$ cat config.mk
export PLATFORM = sky130hd
export DESIGN_NAME = noc_output_arbiter
export DESIGN_NICKNAME = d
export VERILOG_FILES = /design/src/rtl/noc_output_arbiter.sv
export SDC_FILE = /design/constraint.sdc
export NUM_CORES = 1
export LEC_CHECK = 0
export CORE_ASPECT_RATIO = 0.6
export CORE_MARGIN = 5
export CORE_UTILIZATION = 37
export DETAILED_ROUTE_END_ITERATION = 12
export PLACE_DENSITY = 0.89
export SLEW_MARGIN = 20
export SYNTH_ARGS = -nofsm -noshare
export SYNTH_HDL_FRONTEND = slang
export SYNTH_SLANG_ARGS = --single-unit
$ cat constraint.sdc
create_clock -name clk -period 4 [get_ports clk]
set_input_delay 0.4 -clock clk [delete_from_list [all_inputs] [get_ports clk]]
set_output_delay 0.4 -clock clk [all_outputs]
set_load 0.01 [all_outputs]
$ cat src/rtl/noc_output_arbiter.sv
// rtl/noc_output_arbiter.sv - round-robin wormhole arbiter sharing one output link between N_IN inputs
module noc_output_arbiter #(
  parameter int N_IN       = 5,
  parameter int DATA_WIDTH = 32,
  parameter int MAX_FLITS  = 6
) (
  input  logic                       clk,
  input  logic                       rst,
  input  logic [N_IN*DATA_WIDTH-1:0] in_data,
  input  logic [N_IN-1:0]            in_valid,
  output logic [N_IN-1:0]            in_ready,
  output logic [DATA_WIDTH-1:0]      out_data,
  output logic                       out_valid,
  input  logic                       out_ready,
  output logic [N_IN-1:0]            grant,
  output logic                       err
);

  localparam int IDX_W = (N_IN > 1) ? $clog2(N_IN) : 1;
  localparam int CNT_W = $clog2(MAX_FLITS + 1);
  localparam logic [CNT_W-1:0] MAX_CNT = CNT_W'(MAX_FLITS);
  localparam logic [IDX_W-1:0] LAST_IDX = IDX_W'(N_IN - 1);

  typedef enum logic {IDLE, LOCKED} state_t;

  state_t            state, state_n;
  logic [IDX_W-1:0]  owner, owner_n;
  logic [IDX_W-1:0]  rr_ptr, rr_ptr_n;
  logic [N_IN-1:0]   grant_n;
  logic [CNT_W-1:0]  flit_cnt, flit_cnt_n;
  logic              err_n;

  logic [N_IN-1:0]   cand;
  logic              found;
  logic [IDX_W-1:0]  win;
  logic              xfer;
  logic              is_end;
  logic [CNT_W-1:0]  cnt_inc;
  logic              wd_fire;
  logic              release_now;

  // Only head (01) and single (11) flits may open a packet: type bit DW-2 set.
  always_comb begin
    cand = '0;
    for (int i = 0; i < N_IN; i++) begin
      cand[i] = in_valid[i] & in_data[i*DATA_WIDTH + DATA_WIDTH - 2];
    end
  end

  always_comb begin
    found = 1'b0;
    win   = '0;
    for (int k = 0; k < N_IN; k++) begin
      int idx;
      idx = int'(rr_ptr) + k;
      if (idx >= N_IN) idx = idx - N_IN;
      if (!found && cand[idx]) begin
        found = 1'b1;
        win   = IDX_W'(idx);
      end
    end
  end

  always_comb begin
    out_data  = '0;
    out_valid = 1'b0;
    in_ready  = '0;
    if (state == LOCKED) begin
      for (int i = 0; i < N_IN; i++) begin
        if (owner == IDX_W'(i)) begin
          out_data    = in_data[i*DATA_WIDTH +: DATA_WIDTH];
          out_valid   = in_valid[i];
          in_ready[i] = out_ready;
        end
      end
    end
  end

  // Tail (10) and single (11) both end a packet: type bit DW-1 set.
  assign xfer        = out_valid & out_ready;
  assign is_end      = out_data[DATA_WIDTH-1];
  assign cnt_inc     = flit_cnt + 1'b1;
  assign wd_fire     = xfer & ~is_end & (cnt_inc == MAX_CNT);
  assign release_now = xfer & (is_end | wd_fire);

  always_comb begin
    state_n    = state;
    owner_n    = owner;
    rr_ptr_n   = rr_ptr;
    grant_n    = grant;
    flit_cnt_n = flit_cnt;
    err_n      = 1'b0;
    case (state)
      IDLE: begin
        if (found) begin
          state_n    = LOCKED;
          owner_n    = win;
          grant_n    = N_IN'(1) << win;
          flit_cnt_n = '0;
        end
      end
      LOCKED: begin
        if (xfer) flit_cnt_n = cnt_inc;
        if (release_now) begin
          state_n  = IDLE;
          grant_n  = '0;
          rr_ptr_n = (owner == LAST_IDX) ? '0 : owner + 1'b1;
          err_n    = wd_fire;
        end
      end
      default: state_n = IDLE;
    endcase
  end

  always_ff @(posedge clk) begin
    if (rst) begin
      state    <= IDLE;
      owner    <= '0;
      rr_ptr   <= '0;
      grant    <= '0;
      flit_cnt <= '0;
      err      <= 1'b0;
    end else begin
      state    <= state_n;
      owner    <= owner_n;
      rr_ptr   <= rr_ptr_n;
      grant    <= grant_n;
      flit_cnt <= flit_cnt_n;
      err      <= err_n;
    end
  end

endmodule

gate_families.png
(4 px per um)
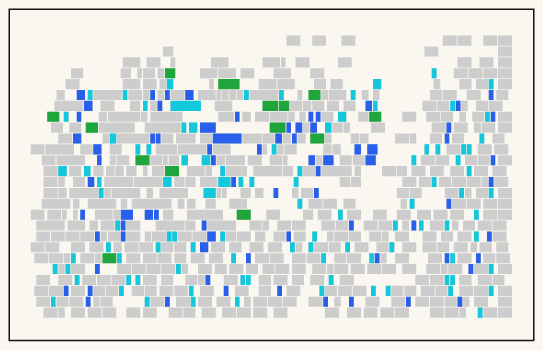
Key: green = AND-OR and OR-AND gates [cells 14]; blue = NAND gates [cells 75]; cyan = NOR gates [cells 98]
Layout Cells excl Fill: 774
most common logic cell in the routed design: clkdlybuf4s50_1

==> results_dict.tcl <==
# flow metrics
set metrics [dict create \
    outcome "completed" \
    wire_per_inst_um 21.3 \
    io_pins 212 \
    grt_max_degree 51 \
    antenna_found_initial 0 \
    fillCellCount 737 \
    clock.fmax_mhz 269 \
    htree_levels 1 \
    cts_setup_buffers 0 \
    postPlaceCellArea_mm2 0.00543 \
    die_y_um 82.5 \
    slew_headroom_pct 31.8 \
    p_sw_share_pct 39.8 \
    edf_count 0 \
    synth_warnings 0 \
    dr.pass1.iters 5 \
    synthDistinctLibCells 77 \
    yosys_area_mm2 0.00324 \
    final_area_mm2 0.00552 \
    fin_nets 849 \
    n_antenna_cell 0 \
    hold_depth 1 \
    routed_wl_mm 16.5 \
    gp_congestion 0.961 \
    crit_path_max_fanout 12 \
    ys_seq_elements 16 \
    setup_tns_ns 0 \
    startpoint_type "flip-flop" \
    rr_worst_depth 11 \
    ff_type "dfxtp_1" \
    p_leak_nw 2.02 \
    final_layout_size_suffix_gt1_share_pct 5.89 \
    syn_avg_cell_area_um2 6.84 \
    grt-ovfl-total 0 \
    yosys.area.top_type "dfxtp_1" \
    numPlacedInstances 770 \
    drv_cap 0 \
    crit_required_ns 4.13 \
    clk_latency_ns 0.26 \
    powerDensity_mw_per_mm2 231 \
]
zoom.png
Region (50, 10) to (80, 40) um. Cells in grey, sequential cells in the stronger grey; small squares are vias.
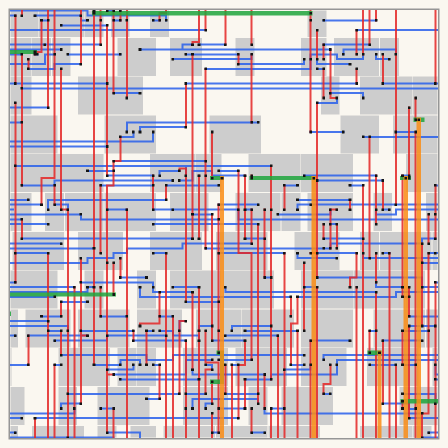
Key: red = met2; green = met3; orange = met4; blue = met1
Most frequent: clkdlybuf4s50_1 (25), nor2_1 (13), nand2_1 (7). 72 logic cells have their middle in the window. Sequential cells in the window: 0.

==> area by class of cell <==
class	instances	area, um2	share of cell area [%]
Multi-Input combinational cell	405	2710	49.0
Timing Repair Buffer	222	2210	40.0
Sequential cell	16	320	5.80
Tap cell	112	140	2.54
Clock buffer	4	88.8	1.61
Inverter	15	57.6	1.04
==> logic make-up after synthesis <==
family | share of synthesized area (%)
buffers and inverters | 6.73
xor gates and xnor gates | 1.62
DFF | 9.90
AOI/OAI and AO/OA | 40.5
muxes | 5.95
adders and majority gates | 6.96
and+or+nand+nor | 28.3
==> path summary, 6_finish.rpt <==
path	start	slack [ns]	end
min	grant[2]$_SDFFE_PP0P_	0.47	grant[2]$_SDFFE_PP0P_
max	rr_ptr[2]$_SDFFE_PP0N_	0.29	grant[0]$_SDFFE_PP0P_
max reg2reg	rr_ptr[2]$_SDFFE_PP0N_	0.29	grant[0]$_SDFFE_PP0P_
min reg2reg	grant[2]$_SDFFE_PP0P_	0.47	grant[2]$_SDFFE_PP0P_
==> stage by stage <==
step           utilization [%]  hold WS, ns
6_report                  64.8        0.474
3_3_place_gp              63.8        0.456
4_1_cts                   64.8        0.480
5_1_grt                   64.8        0.499
2_1_floorplan                -        0.464
3_5_place_dp              63.8        0.456
==> metal layers <==
metal	part of all wire, %	track usage, %	vias to the layer above
met5	0	0	-
met4	4.2	11.1	0
met3	11	7.33	61
met2	44	46.9	329
met1	40	37.3	2206
li1	-	-	2183
==> state kept, by name, indices dropped and copies added (netlist names) <==
register and flops:
grant 5, flit_cnt 3, owner 3, rr_ptr 3, err 1, state 1
==> worst max-delay path, cell delays in order (launching register included) <==
cell and delay (ns):
dfxtp_1 0.60, clkinv_2 0.19, ha_1 0.23, a211oi_2 0.39
nor3_1 0.12, a21oi_1 0.24, mux2i_1 0.86, o21ai_0 0.28
a21oi_1 0.21, a2bb2oi_1 0.21, nand2b_1 0.17, o2bb2ai_1 0.08
==> cell usage in the layout (no fill, tap or decap), types with 3 or more instances in the layout <==
cell             netlist  layout
clkdlybuf4s50_1        0     211
nor2_1                85      84
nand2_1               54      54
o21ai_0               39      39
a221oi_1              32      32
o311ai_0              31      31
a21oi_1               18      18
ha_1                  18      17
dfxtp_1               16      16
inv_1                 11      11
mux2i_1               10      10
buf_4                  1      10
nand2b_1               8       8
and2_1                 7       7
nand3_1                7       7
nor3_1                 5       5
and3_1                 4       4
xnor2_1                4       4
nor2b_1                6       4
o21ai_1                4       4
o2bb2ai_1              4       4
mux4_2                 3       3
nand3b_1               3       3
a211oi_1               3       3
clkbuf_16              0       3
==> power groups by stage <==
stage               clock network [mW]  registers [mW]  logic [mW]
floorplan                            0           0.185       0.417
global placement                     0           0.186       0.825
detailed placement                   0           0.186       0.846
CTS                              0.226           0.184       0.851
global route                     0.231           0.185       0.921
finish                           0.230           0.184       0.862
Power is estimated from default activity; no workload was simulated.
